### Placement by cell class, run 1

Scale bar: 50 um.
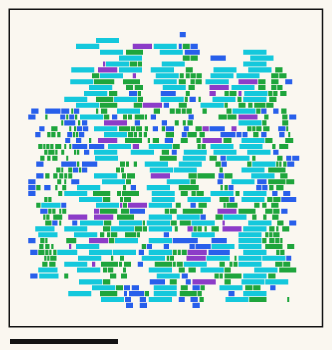
### Gate-type map, run 1

Scale bar: 50 um.
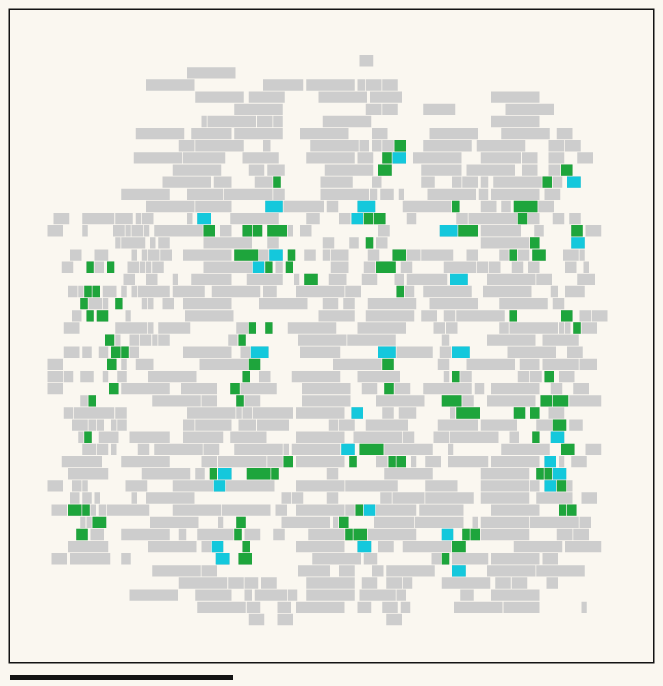
### Track usage over the die, run 1

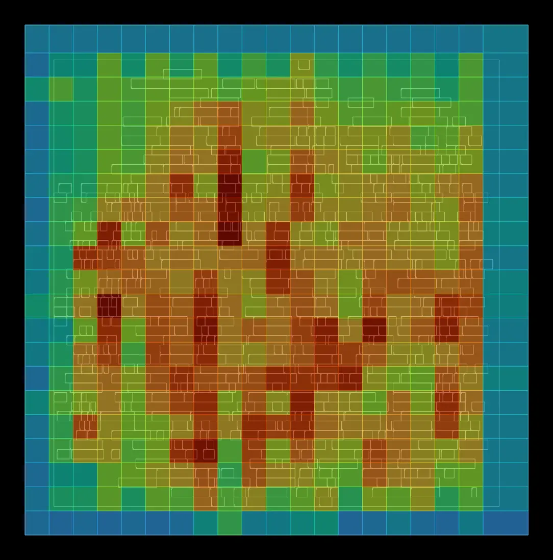
<file path="src/rtl/rf_pkg.sv">
// Shared types and default sizing for the register file with sequenced clear.
package rf_pkg;

   // Clear sequencer states
   typedef enum logic [1:0] {
      IDLE  = 2'd0,
      CLEAR = 2'd1,
      DONE  = 2'd2
   } state_t;

   localparam int unsigned RF_W_DEF   = 8;
   localparam int unsigned RF_PW_DEF  = 4;
   localparam int unsigned RF_ACC_DEF = 0;

endpackage

</file>
<file path="src/rtl/rf_clr_seq.sv">
// Clear sequencer: walks every register index once after reset or a clear
// request, then pulses clr_done for a single cycle.
module rf_clr_seq
   import rf_pkg::*;
#(
   parameter int unsigned PW = RF_PW_DEF
) (
   input  logic          i_clk,
   input  logic          i_reset,
   input  logic          i_clr_req,
   output logic          o_busy,
   output logic          o_clr_done,
   output logic [PW-1:0] o_idx
);

   localparam logic [PW-1:0] IDX_MAX = '1;

   state_t        r_state_q;
   state_t        w_state_d;
   logic [PW-1:0] r_idx_q;
   logic [PW-1:0] w_idx_d;

   // State and index registers; reset lands in CLEAR so the array is zeroed
   always_ff @(posedge i_clk or posedge i_reset) begin
      if (i_reset) begin
         r_state_q <= CLEAR;
         r_idx_q   <= '0;
      end else begin
         r_state_q <= w_state_d;
         r_idx_q   <= w_idx_d;
      end
   end

   // Next-state logic; clr_req only matters in IDLE
   always_comb begin
      w_state_d = r_state_q;
      w_idx_d   = r_idx_q;
      unique case (r_state_q)
         IDLE: begin
            if (i_clr_req) begin
               w_state_d = CLEAR;
               w_idx_d   = '0;
            end
         end
         CLEAR: begin
            // Hold idx at the last entry rather than wrapping into a second pass
            if (r_idx_q == IDX_MAX) begin
               w_state_d = DONE;
            end else begin
               w_idx_d = r_idx_q + 1'b1;
            end
         end
         DONE: begin
            w_state_d = IDLE;
         end
         default: begin
            w_state_d = IDLE;
         end
      endcase
   end

   // Status outputs decoded from state
   always_comb begin
      o_busy     = (r_state_q == CLEAR);
      o_clr_done = (r_state_q == DONE);
      o_idx      = r_idx_q;
   end

endmodule

</file>
<file path="src/rtl/rf_acc_clr.sv">
// Accumulator-style register file with two combinational read ports and a
// sequenced full clear. Optional per-register even parity is compiled in
// with the RF_PARITY_EN macro.
module rf_acc_clr
   import rf_pkg::*;
#(
   parameter int unsigned W   = RF_W_DEF,
   parameter int unsigned PW  = RF_PW_DEF,
   parameter int unsigned ACC = RF_ACC_DEF
) (
   input  logic          i_clk,
   input  logic          i_reset,
   input  logic          i_wr_en,
   input  logic          i_mov_instr,
   input  logic          i_imm_val,
   input  logic [PW-1:0] i_addr_a,
   input  logic [PW-1:0] i_addr_b,
   input  logic [W-1:0]  i_dat_in,
   input  logic          i_clr_req,
`ifdef RF_PARITY_EN
   input  logic          i_inj_par,
`endif
   output logic [W-1:0]  o_dat_a_out,
   output logic [W-1:0]  o_dat_b_out,
   output logic          o_busy,
   output logic          o_clr_done,
   output logic          o_par_err
);

   localparam int unsigned   NREG    = 2 ** PW;
   localparam logic [PW-1:0] ACC_IDX = PW'(ACC);

   if (PW > W) begin : g_pw_chk
      $error("rf_acc_clr: PW must not exceed W");
   end
   if (ACC >= NREG) begin : g_acc_chk
      $error("rf_acc_clr: ACC must index an existing register");
   end

   logic [W-1:0]  r_core [NREG];
   logic          w_busy;
   logic          w_clr_done;
   logic [PW-1:0] w_clr_idx;
   logic [PW-1:0] w_a_idx;
   logic          w_we;

   rf_clr_seq #(
      .PW (PW)
   ) u_seq (
      .i_clk      (i_clk),
      .i_reset    (i_reset),
      .i_clr_req  (i_clr_req),
      .o_busy     (w_busy),
      .o_clr_done (w_clr_done),
      .o_idx      (w_clr_idx)
   );

   // Port-A index doubles as the write target
   always_comb begin
      w_a_idx = i_mov_instr ? i_addr_a : ACC_IDX;
      // A write coinciding with a clear request is dropped, not queued
      w_we    = i_wr_en & ~w_busy & ~i_clr_req;
   end

   // Data array: cleared one entry per cycle while busy, no direct reset
   always_ff @(posedge i_clk) begin
      if (w_busy) begin
         r_core[w_clr_idx] <= '0;
      end else if (w_we) begin
         r_core[w_a_idx] <= i_dat_in;
      end
   end

   // Read muxes; both ports read as zero while a clear is running
   always_comb begin
      o_dat_a_out = '0;
      o_dat_b_out = '0;
      if (!w_busy) begin
         o_dat_a_out = r_core[w_a_idx];
         o_dat_b_out = i_imm_val ? W'(i_addr_b) : r_core[i_addr_b];
      end
   end

`ifdef RF_PARITY_EN
   logic r_par [NREG];

   // Parity array tracks the data array; inj_par corrupts the stored bit
   always_ff @(posedge i_clk) begin
      if (w_busy) begin
         r_par[w_clr_idx] <= 1'b0;
      end else if (w_we) begin
         r_par[w_a_idx] <= (^i_dat_in) ^ i_inj_par;
      end
   end

   // Parity check on the register selected for port A
   always_comb begin
      o_par_err = ~w_busy & ((^r_core[w_a_idx]) != r_par[w_a_idx]);
   end
`else
   // Parity not built; error flag held low
   always_comb begin
      o_par_err = 1'b0;
   end
`endif

   // Sequencer status straight to the outputs
   always_comb begin
      o_busy     = w_busy;
      o_clr_done = w_clr_done;
   end

endmodule

</file>
<file path="config.mk">
export PLATFORM = sky130hd
export DESIGN_NAME = rf_acc_clr
export DESIGN_NICKNAME = d
export VERILOG_FILES = /design/src/rtl/rf_pkg.sv /design/src/rtl/rf_clr_seq.sv /design/src/rtl/rf_acc_clr.sv
export SDC_FILE = /design/constraint.sdc
export NUM_CORES = 1
export LEC_CHECK = 0
export CELL_PAD_IN_SITES_DETAIL_PLACEMENT = 0
export CELL_PAD_IN_SITES_GLOBAL_PLACEMENT = 2
export CORE_AREA = 8 8 136 138
export DETAILED_ROUTE_END_ITERATION = 10
export DIE_AREA = 0 0 144 146
export PLACE_DENSITY = 0.77
export SLEW_MARGIN = 10
export SYNTH_ARGS = -nofsm -noshare
export SYNTH_HDL_FRONTEND = slang
export SYNTH_SLANG_ARGS = --single-unit
</file>
<file path="constraint.sdc">
create_clock -name i_clk -period 2.7 [get_ports i_clk]
set_input_delay 0.27 -clock i_clk [delete_from_list [all_inputs] [get_ports i_clk]]
set_output_delay 0.27 -clock i_clk [all_outputs]
set_load 0.005 [all_outputs]
</file>
==> flow_summary_export.csv, run 1 <==
group,metric,value,unit
power,comb_power_share,27.9,%
grt,antenna_found_initial,0,
clock_tree,cts.sinks,134,
layout,inverters,14,
setup_path,critical_path.endpoint,"o_dat_b_out[4]",
power,clock_power_share,30.3,%
outcome,status,"completed",
synth,syn_inst,506,
clock_tree,clkTransAtPathRegs,0.06,ns
setup_path,path_delay_family,"multiplexers",
layout,antenna_cells,0,
placement,placed_area,0.00810,mm2
setup_path,critical_path.max_fanout,2,
synth,ys_cells,506,
synth,top_cell_area_share,55.6,%
drt,met2WireLength,10600,um
layout,clockBufferCount,17,
layout,buffer_area_share,14.0,%
drt,drtIter0Drc,373,
power,power.group.top,"registers",
drt,routed_wl,21000,um
sta,finalHoldViolations,0,
synth,synth.avg_cell_area,13.7,um2
setup_path,crit_chain,"mux4_2 > mux2i_1 > buf_4 > nor2_2 > a31o_2 > clkdlybuf4s50_1",
setup_path,worst_setup_path_end_kind,"output port",
sta,rsz0062_at_grt,"no",
sta,max_freq,0.384,GHz
power,peakVddDrop,0.558,mV
layout,n_all_buffers,119,
drt,highest-signal-layer,"met4",
layout,final-comb-area,0.00272,mm2
drt,vias_per_cell,5.95,
layout,nFlopsAndLatches,134,
placement,gp_congestion,0.849,
drt,first_pass_iters,5,
clock_tree,ctsLongestPathBuffers,2,
job,maxCapViolations,0,
layout,regMostFlops,"r_core",
setup_path,cp.arrival,2.33,ns
setup_path,worstSetupStartpointType,"register",
grt,grt_pass1_vias,5188,
sta,setup_ws,0.0985,ns
drt,via_count,4976,
worst_hold_path,hp-class,"in -> async",
Back to the opening pictures, 'Placement by cell class':
cyan -> flip-flops  # cells 134
blue -> other buffers and delay cells  # cells 119
green -> all other logic  # cells 332
purple -> clock drivers and dummy loads  # cells 32
Final Cell Area: 0.00885 mm2
row count: 47

Back to the opening pictures, 'Gate-type map':
green -> inverting AOI/OAI gates  # cells 96, most used a21oi_1
cyan -> AND-OR and OR-AND gates  # cells 28
Comb/total area: 30.7%
Commonest Layout Cell: edfxtp_1
final cell count without fillers: 837

Back to the opening pictures, 'Track usage over the die':
final core occ: 54.3%
routed length per instance: 25.1 um
met2 usage: 34.6%
grt peak-use layer: met2
met1 Use GR: 25.5%

run 1: kinds of logic after synthesis:
kind of cell,synth area share (%)
buffers and inverters,3.89
multiplexers,16.4
adder cells (fa/ha/maj),0.181
AND/OR/NAND/NOR,9.09
other,0.0543
AND-OR/OR-AND,12.6
flip-flops,57.8
run 1: synthesized netlist by cell type, drive strengths merged (5+ instances only):
cell type / count
a2111oi: 5
a211o: 8
a211oi: 8
a21o: 8
a21oi: 22
a311oi: 8
a31oi: 8
and3: 9
buf: 25
clkbuf: 15
dfrtp: 5
edfxtp: 128
inv: 13
mux2: 5
mux2i: 50
mux4: 25
nand2: 12
nand2b: 10
nand3: 7
nor2: 26
nor2b: 21
nor3b: 8
o211ai: 6
o21ai: 20
o221a: 7
o22ai: 14
## Run 2: what changed since run 1
CORE_AREA = 8 8 132 134   (was 8 8 136 138)
DIE_AREA = 0 0 140 142   (was 0 0 144 146)
DONT_BUFFER_PORTS = 1   (was default)
GPL_ROUTABILITY_DRIVEN = 0   (was default)
SLEW_MARGIN = 20   (was 10)
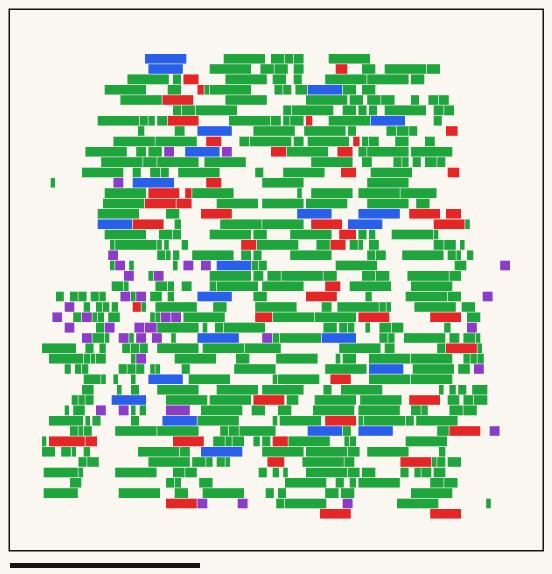
*Sizing map, run 2*
Scale bar: 50 um.
blue -> drive 6 and up  # cells 22, share 4.1%
purple -> drive 3 to 4  # cells 37, share 7.0%
red -> drive 2  # cells 48, share 9.0%
green -> drive 1 or less  # cells 425, share 80%
PnR worst setup slack: 0.112 ns
Layout area overhead: 13.6%

==> run 2 against run 1 <==
Against the previous run: combinational power down about 20%; routed wire length down 3.2%; synthesized cell count unchanged; sequential power about the same; utilization down 3.4 points; worst hold slack better by 0.0090 ns; global-route usage up 0.31 points; via count fell by 5.2%; design area decreased by 11%; register-to-register slack worse by 0.19 ns.
==> flow_summary_export.csv, run 2 <==
group,metric,value,unit
drt,met2WireLength,9800,um
layout,clockBufferCount,19,
setup_path,critical_path.endpoint,"o_dat_b_out[5]",
layout,antenna_cells,0,
outcome,status,"completed",
setup_path,cp.arrival,2.32,ns
synth,synthTopCellsByCount,"edfxtp_1, mux2i_1, nor2_1",
sta,finalHoldViolations,0,
setup_path,crit_chain,"nand2b_2 > inv_1 > buf_4 > or3_1 > nor2_1 > a31o_2",
grt,grt_pass1_vias,4807,
setup_path,path_delay_family,"simple AND/OR/NAND/NOR gates",
grt,busiest_layer,"met2",
synth,top_cell_area_share,55.6,%
power,peakVddDrop,0.485,mV
clock_tree,clkTransAtPathRegs,0.05,ns
grt,antenna_found_initial,0,
setup_path,critical_path.max_fanout,12,
layout,fin_cells,724,
layout,final-comb-area,0.00267,mm2
grt,grt_use_met2,34.3,%
layout,post-route-util,50.9,%
layout,regMostFlops,"r_core",
sta,rsz0062_at_grt,"no",
setup_path,worst_setup_path_end_kind,"output port",
grt,met1_usage,25.9,%
worst_hold_path,hp-class,"in -> reg",
job,maxCapViolations,0,
-- run 2: cell families (layout without fill, tap and decap cells) --
group                    after synthesis  count (layout)  share of synthesized area, %
AND-OR/OR-AND                        124             124                          12.6
adder cells (fa/ha/maj)                1               1                         0.181
buffers and inverters                 54              80                          3.89
flip-flops                           134             134                          57.8
multiplexers                          80              80                          16.4
other                                  1               1                        0.0543
AND/OR/NAND/NOR                      112             112                          9.09
-- run 2: stage by stage --
step                instance area, um2  TNS (ns)  worst slack [ns]
global route                      7850         0           0.00428
global placement                  7200    -0.529           -0.0673
detailed placement                7200         0             0.128
floorplan                         6910         0             0.747
finish                            7850         0             0.112
CTS                               7850         0            0.0533
-- run 2: power by group --
group          internal (mW)  switching [mW]
Clock                   1.62           0.821
Combinational          0.652           0.960
Sequential              2.80           0.256
Total                   5.07            2.04
## Run 3: what changed since run 2
SLEW_MARGIN = default   (was 20)
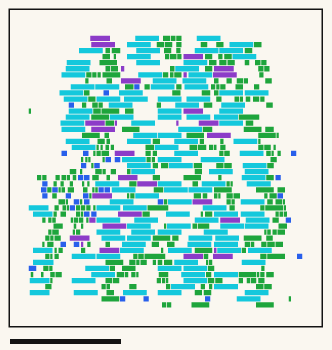
*Placement by cell class, run 3*
Scale bar: 50 um.
green -> all other logic  # cells 332
blue -> other buffers and delay cells  # cells 36
purple -> clock drivers and dummy loads  # cells 30
cyan -> flip-flops  # cells 134

==> run 3 against run 2 <==
Against the previous run: global-route usage shrank 0.085 points; synthesized cell count did not move; clock skew shrank 0.00079 ns; first-iteration DRC count up 3.7%; total power grew 1.3%; clock power rose by 4%; maximum frequency grew 1.2%.
==> flow_summary_export.csv, run 3 <==
group,metric,value,unit
outcome,status,"completed",
drt,via_count,4776,
power,power.group.top,"registers",
setup_path,cp.arrival,2.29,ns
sta,max_freq,0.391,GHz
drt,met2WireLength,9770,um
placement,dp_slack,-0.112,ns
job,maxCapViolations,0,
synth,top_cell,"edfxtp_1",
drt,wl_per_cell,28.0,um
power,internal-power,5.16,mW
power,peakVddDrop,0.502,mV
floorplanning,fp-row-count,46,
power,clock_power_share,35.2,%
layout,inverters,14,
synth,synth.avg_cell_area,13.7,um2
layout,final-comb-area,0.00267,mm2
synth,top_cell_area_share,55.6,%
layout,fin_cells,724,
setup_path,critical_path.endpoint,"o_dat_b_out[5]",
layout,regMostFlops,"r_core",
drt,first_pass_iters,5,
grt,grt_use_met2,33.7,%
layout,nFlopsAndLatches,134,
## run 3: cell count changes in the layout (fill, tap and decap cells not counted)
cell,previous run,this run
clkinv_2,4,2
bufinv_16,5,6
clkinv_1,2,3
o21ai_0,17,18
o21ai_1,3,2
## run 3: per-stage QoR
stage	hold slack [ns]	TNS [ns]	total power, mW	util [%]
floorplan	0.0602	0	4.00	-
global placement	0.0835	-0.529	4.65	46.6
finish	0.0957	0	7.20	51.0
detailed placement	0.0884	-0.889	4.67	46.6
CTS	0.0763	0	7.20	51.0
global route	0.112	0	7.45	51.0
## run 3: timing repair
action | CTS | global route
hold buffers | 1 | 0
setup buffers | 0 | 0
endpoints found under the setup margin | 21 | 1
hold endpoints to repair | 6 | 0
resized | 6 | 1
Power and IR drop assume default switching activity.
